<file path="src/rtl/avr_dnsz_if.sv">
//------------------------------------------------------------------------------
// Module   : avr_dnsz_if
// Purpose  : Bundles the wide upstream (m_) and narrow downstream (s_) AVR
//            valid/ready signals of the avr_dnsz width down-converter.
// Ports    : m_data/m_valid/m_ready - wide word handshake
//            s_data/s_valid/s_last/s_ready - narrow beat handshake
// Modports : slave  - the converter's view (takes m_, drives s_)
//            master - the environment's view (drives m_, takes s_)
// Revision : 1.0 - initial release
//------------------------------------------------------------------------------
`default_nettype none

interface avr_dnsz_if #(
  parameter int DW_I = 256,
  parameter int DW_O = 64
);
  logic [DW_I-1:0] m_data;
  logic            m_valid;
  logic            m_ready;
  logic [DW_O-1:0] s_data;
  logic            s_valid;
  logic            s_last;
  logic            s_ready;

  modport slave (
    input  m_data, m_valid, s_ready,
    output m_ready, s_data, s_valid, s_last
  );

  modport master (
    output m_data, m_valid, s_ready,
    input  m_ready, s_data, s_valid, s_last
  );
endinterface

`default_nettype wire

</file>
<file path="src/rtl/avr_dnsz.sv">
//------------------------------------------------------------------------------
// Module   : avr_dnsz
// Purpose  : Valid/ready width down-converter. Takes one DW_I-bit word per
//            upstream handshake and emits it as RATIO beats of DW_O bits,
//            flagging the final beat with s_last. Holds at most one word and
//            refills on the last-beat edge, so back-to-back words stream
//            without bubbles.
// Ports    : clk - clock, rising edge
//            rst - synchronous active-high reset
//            bus - avr_dnsz_if.slave (m_data/m_valid/m_ready in,
//                  s_data/s_valid/s_last out, s_ready in)
// Revision : 1.0 - initial release
//------------------------------------------------------------------------------
`default_nettype none

module avr_dnsz #(
  parameter int DW_I      = 256,
  parameter int RATIO     = 4,
  parameter int MSB_FIRST = 0
) (
  input  wire logic     clk,
  input  wire logic     rst,
  avr_dnsz_if.slave     bus
);

  localparam int              DW_O = DW_I / RATIO;
  localparam int              CW   = (RATIO > 1) ? $clog2(RATIO) : 1;
  localparam logic [CW-1:0]   LAST = CW'(RATIO - 1);

  logic [DW_I-1:0] buf_q, buf_d;
  logic [CW-1:0]   cnt_q, cnt_d;
  logic            full_q, full_d;

  logic            w_last;
  logic            w_dn_hs;
  logic            w_up_hs;

  assign w_last  = (cnt_q == LAST);
  assign w_dn_hs = full_q & bus.s_ready;
  // Accept when empty, or when the last beat is leaving this cycle so the
  // next word can load on the same edge.
  assign bus.m_ready = ~rst & (~full_q | (bus.s_ready & w_last));
  assign w_up_hs     = bus.m_valid & bus.m_ready;

  assign bus.s_valid = full_q;
  assign bus.s_last  = full_q & w_last;

  // Beat selection: a static slice table indexed by the (possibly reversed)
  // beat counter.
  generate
    if (RATIO == 1) begin : g_single
      assign bus.s_data = buf_q;
    end else begin : g_multi
      logic [DW_O-1:0] w_slices [RATIO];
      logic [CW-1:0]   w_idx;

      for (genvar k = 0; k < RATIO; k++) begin : g_slice
        assign w_slices[k] = buf_q[k*DW_O +: DW_O];
      end

      if (MSB_FIRST != 0) begin : g_msb_first
        assign w_idx = LAST - cnt_q;
      end else begin : g_lsb_first
        assign w_idx = cnt_q;
      end

      assign bus.s_data = w_slices[w_idx];
    end
  endgenerate

  always_comb begin
    buf_d  = buf_q;
    cnt_d  = cnt_q;
    full_d = full_q;
    if (w_dn_hs && !w_last) begin
      // Mid-word beat: m_ready is low here, so no refill can coincide.
      cnt_d = cnt_q + CW'(1);
    end else if (w_dn_hs) begin
      cnt_d = '0;
      if (w_up_hs) begin
        buf_d = bus.m_data;
      end else begin
        full_d = 1'b0;
      end
    end else if (w_up_hs) begin
      buf_d  = bus.m_data;
      full_d = 1'b1;
      cnt_d  = '0;
    end
  end

  always_ff @(posedge clk) begin
    if (rst) begin
      buf_q  <= '0;
      cnt_q  <= '0;
      full_q <= 1'b0;
    end else begin
      buf_q  <= buf_d;
      cnt_q  <= cnt_d;
      full_q <= full_d;
    end
  end

endmodule

`default_nettype wire
</file>
<file path="src/flat_wrapper.sv">
// flat-port wrapper written by rule: the top's interface ports become plain ports
module avr_dnsz_flat 
#(
  parameter int DW_I      = 256,
  parameter int RATIO     = 4,
  parameter int MSB_FIRST = 0
)
  (clk, rst, bus_m_data, bus_m_valid, bus_s_ready, bus_m_ready, bus_s_data, bus_s_valid, bus_s_last);
  avr_dnsz_if #(.DW_I(DW_I)) bus_i ();
  input  wire logic clk;
  input  wire logic rst;
  input wire logic [$bits(bus_i.m_data)-1:0] bus_m_data;
  input wire logic [$bits(bus_i.m_valid)-1:0] bus_m_valid;
  input wire logic [$bits(bus_i.s_ready)-1:0] bus_s_ready;
  output wire logic [$bits(bus_i.m_ready)-1:0] bus_m_ready;
  output wire logic [$bits(bus_i.s_data)-1:0] bus_s_data;
  output wire logic [$bits(bus_i.s_valid)-1:0] bus_s_valid;
  output wire logic [$bits(bus_i.s_last)-1:0] bus_s_last;
  assign bus_i.m_data = bus_m_data;
  assign bus_i.m_valid = bus_m_valid;
  assign bus_i.s_ready = bus_s_ready;
  assign bus_m_ready = bus_i.m_ready;
  assign bus_s_data = bus_i.s_data;
  assign bus_s_valid = bus_i.s_valid;
  assign bus_s_last = bus_i.s_last;
  avr_dnsz #(.DW_I(DW_I), .RATIO(RATIO), .MSB_FIRST(MSB_FIRST)) u_core (.clk(clk), .rst(rst), .bus(bus_i));
endmodule
</file>
<file path="config.mk">
export PLATFORM = sky130hd
export DESIGN_NAME = avr_dnsz_flat
export DESIGN_NICKNAME = d
export VERILOG_FILES = /design/src/rtl/avr_dnsz_if.sv /design/src/rtl/avr_dnsz.sv /design/src/flat_wrapper.sv
export SDC_FILE = /design/constraint.sdc
export NUM_CORES = 1
export LEC_CHECK = 0
export CAP_MARGIN = 20
export CORE_MARGIN = 4
export CORE_UTILIZATION = 30
export CTS_CLUSTER_SIZE = 10
export DETAILED_ROUTE_END_ITERATION = 10
export SLEW_MARGIN = 20
export SYNTH_ARGS = -nofsm -noshare
export SYNTH_HDL_FRONTEND = slang
export SYNTH_SLANG_ARGS = --single-unit
</file>
<file path="constraint.sdc">
create_clock -name clk -period 1.63 [get_ports clk]
set_input_delay 0.326 -clock clk [delete_from_list [all_inputs] [get_ports clk]]
set_output_delay 0.326 -clock clk [all_outputs]
set_load 0.005 [all_outputs]
</file>
==> notes.org <==
#+TITLE: Synthesis and PnR summary

** Die
- Initial core utilization :: 0.304
- Die boundary height :: 203 µm
- Measured along the x axis, the die boundary spans 203 µm.
- For this design the top-level I/O count stands at 327.
- The floorplan step defined a die boundary enclosing 41,300 µm².

** Critical path
- In this run the critical register-to-register path is captured at u_core.buf_q[199].
- In this run the worst path has a maximum fanout of 7.
- Data on the critical path is required at its endpoint by 1.30 ns.
- In this run the register-to-register setup slack is -0.64 ns.
- The worst setup path is captured at an output pin.
- OpenSTA lists the critical path startpoint as u_core.cnt_q[0].
- Data on the critical path arrives at its endpoint at 2.07 ns.
- In the setup report, the worst path falls into the class reg -> out.
- Logic depth of the worst register-to-register path :: 12
- Looking at the reg2reg group, the worst path starts from u_core.cnt_q[0].
- STA classifies the critical path startpoint as a register.
- Termination of the worst setup path :: bus_s_data[0]

** Place
- Timing analysis after detailed placement gives a worst setup slack of -0.387 ns.
- The placement stage leaves a total instance area of 15,300 µm².
- Total half-perimeter wirelength after legalization and detailed placement :: 25.3 mm
- RePlAce ended its routability-driven mode at a weighted congestion of a little under 0.8.
- Buffers on Ports :: 326
- Post-placement cell count :: around 2,000

** Routing
- Vias per std cell :: 5.34
- TritonRoute reported its final design rule violation total as 0.
- In this run the remaining antenna-violating nets after routing total 0.
- Number of vias after detailed routing :: between 10,000 and 15,000
- Number of violations reported at the end of detailed-routing iteration 0 :: between 700 and 800
- Length of the first detailed-routing pass in iterations :: 5

** STA
- Final-report max-slew violation count :: 0
- Post-layout min period :: 2.40 ns
- The final timing report counts setup violations totalling 325.
- Final setup margin :: -0.770 ns
- Worst Max-Slew Pin Slew :: 0.437 ns
- Number of failing hold endpoints at the final stage :: 0
- For the final routed database, the setup TNS stands at -173.85 ns.
- Setup repair after global routing could not meet its margin everywhere.
- Setup skew after layout :: 0.0133 ns
- Dividing the final minimum period by the clock period gives 1.47.
- Smallest hold slack :: 0.304 ns
- Max transition margin :: 0.709
- Per the timing report, the achievable frequency comes out to 417 MHz.

** Global routing
- The number of antenna violations at the first check in global routing was 2.
- Entering global routing, the biggest net connects 87 pins.
- The number of global-route vias before repair came to 12,200.
- Residual overflow from global routing :: 0
- The first global-routing pass estimated 76.3 mm of wire.

** Status
- The run finished, with violations left.
- Violations in the final reports :: setup timing

** Synth
- Area of the mapped netlist :: ~11,000 µm²
- Count of different cell masters after synthesis :: 20
- In this run, synthesis produced a sequential element count of ~260.
- Most numerous cell types in the synthesized netlist :: sky130_fd_sc_hd__dfxtp_1, sky130_fd_sc_hd__inv_1, sky130_fd_sc_hd__o211ai_1
- Per the Yosys statistics, synthesis produced 1,232 cells.
- Per the synthesis report, the dominant area consumer among library cells is sky130_fd_sc_hd__dfxtp_1.
- The synthesized netlist handed to floorplanning was reported with a cell count of 1,232.
- Commonest flop :: sky130_fd_sc_hd__dfxtp_1
- The share of the Yosys chip area taken by registers is 0.454.
- Yosys attributes the largest share of cell area to sky130_fd_sc_hd__dfxtp_1, sky130_fd_sc_hd__o211ai_1, sky130_fd_sc_hd__mux4_2, sky130_fd_sc_hd__o21ai_1, sky130_fd_sc_hd__inv_1.
- The most frequently used library cell after synthesis is sky130_fd_sc_hd__dfxtp_1.
- During synthesis, Yosys emitted a total of 0 warnings.
- Synth top area share :: 0.454
- Of all flip-flops after synthesis, the portion carrying an async set or reset was 0.
- When the netlist entered floorplanning its net count stood at 1,493.
- The synthesized netlist has a Yosys-reported chip area of 11,400 µm².
- Yosys mapped a number of flops with a built-in enable equal to 0.
- Synthesized area per cell :: 9.27 µm²

** Power and ir drop
- Worst voltage drop across the vdd grid :: 0.748 mV
- Power comes to 16,900 µW.
- Power Density :: between 800 and 900 nW/µm²
- Per the OpenROAD power report, leakage power amounts to around 0.008 µW.

** Cells and area
- Highest-count cells in the layout ignoring fill and taps :: sky130_fd_sc_hd__clkdlybuf4s50_1, sky130_fd_sc_hd__dfxtp_1, sky130_fd_sc_hd__inv_1, sky130_fd_sc_hd__o211ai_1, sky130_fd_sc_hd__o21ai_1
- Area growth from synthesis to layout :: 72.1%
- The final layout report lists a filler cell count of between 3,000 and 4,000.
- Among logic cells in the layout, the one with the most instances is sky130_fd_sc_hd__clkdlybuf4s50_1.
- Final net count :: 1,912
- FF+latch area :: 5190 µm²
- Fraction of final layout cells with drive strength greater than 1 :: 0.295
- Logic area :: approximately 5300 µm²
- The count of cells in the finished layout, fillers not included, comes to 2,174.

** Clock tree
- Per the TritonCTS log, the buffer count is 31.
- Clock tree synthesis found a total of 259 sinks.
- Hold-fix buffer count after cts :: 0
- Worst-skew pair later-pin latency :: 0.57 ns
- The cell sitting at the root of the clock tree is a sky130_fd_sc_hd__clkbuf_16.
- CTS tree :: done
- Clock-pin slew on the worst setup and hold paths :: 0.06 ns
- CTS reports a maximum clock tree buffer depth of 3.
- In this run the number of H-tree levels came out at 1.

** Worst hold path
- Worst min-delay path endpoint :: u_core.buf_q[164]
- In the hold timing report, the worst path depth is 3.
- Type of the tightest min-delay check :: in -> reg
- Per the hold report, the tightest min-delay path originates at bus_m_data[164].

** Flow run
- Stage-log warning count :: 28
- Count of max-cap constraint violations :: 0
## per-layer routing
metal / vias to the layer above / wire (µm)
li1: 5241 / -
met1: 5695 / 21200
met2: 525 / 25000
met3: 151 / 3500
met4: 0 / 2250
met5: - / 0
## power by group
group	total [µW]	internal, µW	switching, µW
Sequential	6970	6720	248
Combinational	3660	2120	1540
Clock	6230	3520	2710
## worst max-delay path, stage by stage, from the launching register on
cell                      delay, ns
sky130_fd_sc_hd__dfxtp_4       0.42
sky130_fd_sc_hd__buf_12        0.14
sky130_fd_sc_hd__buf_12        0.14
sky130_fd_sc_hd__buf_8         0.12
sky130_fd_sc_hd__mux4_2        0.54
sky130_fd_sc_hd__buf_6         0.15
## layout make-up
| class | count | area share |
|---|---|---|
| Sequential cell | 259 | 0.264 |
| Antenna cell | 3 | 0.000382 |
| Clock buffer | 40 | 0.0427 |
| Inverter | 258 | 0.0498 |
| Multi-Input combinational cell | 590 | 0.269 |
| Tap cell | 511 | 0.0325 |
| Timing Repair Buffer | 511 | 0.341 |
| Clock inverter | 2 | 0.000700 |
## repair_timing
item                       in CTS  in global routing
resized                       481                147
pin swaps                      36                 54
setup endpoints to repair     326                326
cloned                         81                  6
setup buffers                  80                 22
## registers in the layout, summed over array words and instances, names as in the netlist
name / flops
u_core.bus.s_valid: 1
u_core.cnt_q: 2
u_core.buf_q: 256
## kinds of logic (layout without fill, tap and decap cells)
group,Yosys count,in the layout,share of synthesized area
AND-OR/OR-AND,515,515,0.283
other,0,3,0
multiplexers,64,64,0.126
AND/OR/NAND/NOR,8,10,0.00372
flip-flops,259,259,0.454
adder cells (fa/ha/maj),1,1,0.00109
buffers and inverters,385,811,0.132
Local utilization:
The bar under the picture is 50 µm long. 20 x 20 tiles, from dark blue (low) to red (high), 0 to 100% covered.
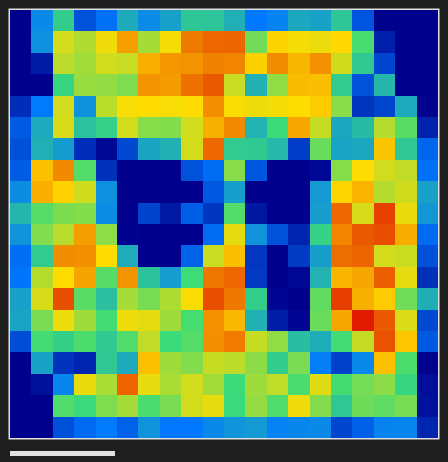
mean over tiles: 46%
fullest tile: 97%
emptiest ninth of the die: centre
nearly empty tiles: 13%
tiles over 75% full: 18%
densest ninth of the die: top centre

Cells by drive strength:
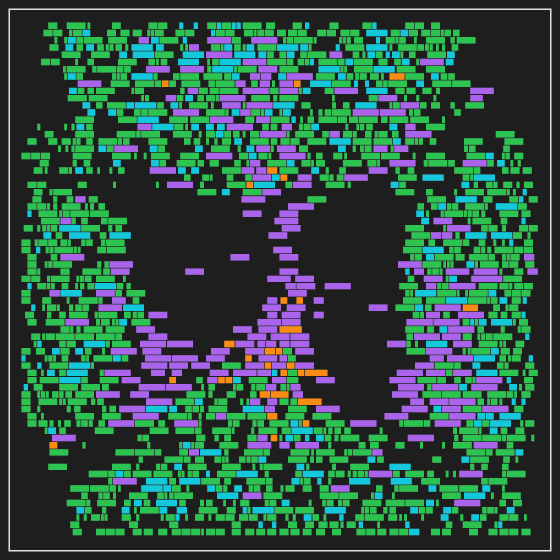
[drive 2] cyan | cells: 239
[drive 1 or less] green | cells: 1,171
[drive 6 and up] purple | cells: 221
[drive 3 to 4] orange | cells: 29
final setup margin: -0.770 ns
Signal buffers: 511
Finished Cell Area: 19,700 µm²

Routed metal per tile:
The bar under the picture is 50 µm long. 20 x 20 tiles, from dark blue (low) to red (high), scaled to the fullest tile. Values are wire area over tile area, all layers added.
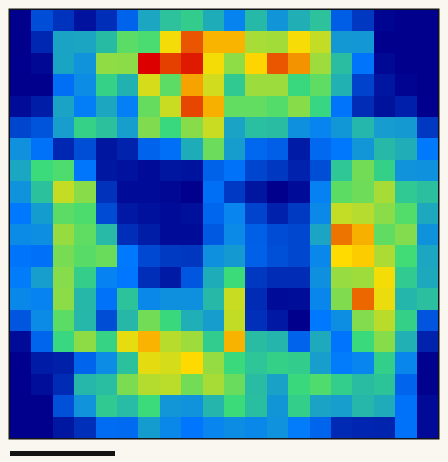
fullest tile: 0.60
mean over tiles: 0.21
densest ninth of the die: top centre
tiles over half the peak: 25%
DR WL/cell: 23.9 µm
combined global-route utilization of all metal layers: 0.238
sum of routed wire length over all layers: 52.0 mm

Placement by cell class:
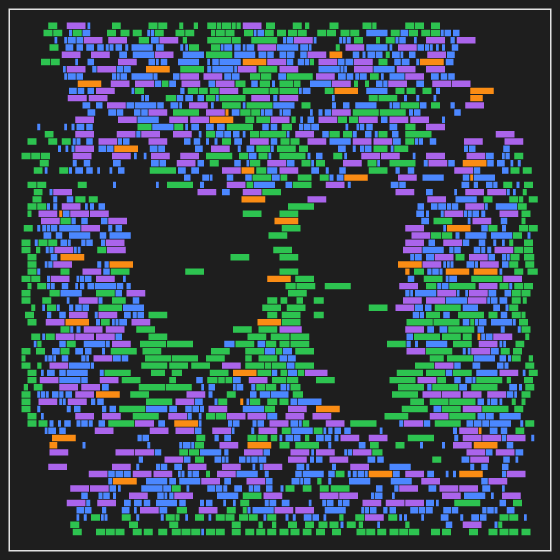
[flops] purple | cells: 259
[other buffers and delay cells] green | cells: 511
[all other logic] blue | cells: 848
[clock drivers and dummy loads] orange | cells: 42
post-layout utilization of the core: 0.523
number of rows in the core area: 71
Core Box Area: 37,600 µm²

Track usage over the die:
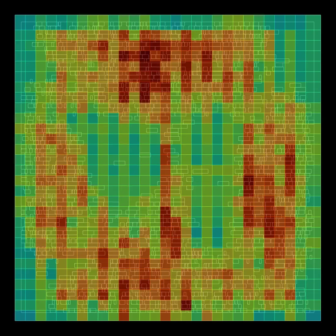
met3 GRT Util: 0.0439
GR peak layer: met2
global-route met2 utilization: 0.395
met1 global-route usage: 0.307

Power is estimated from default activity; no workload was simulated.
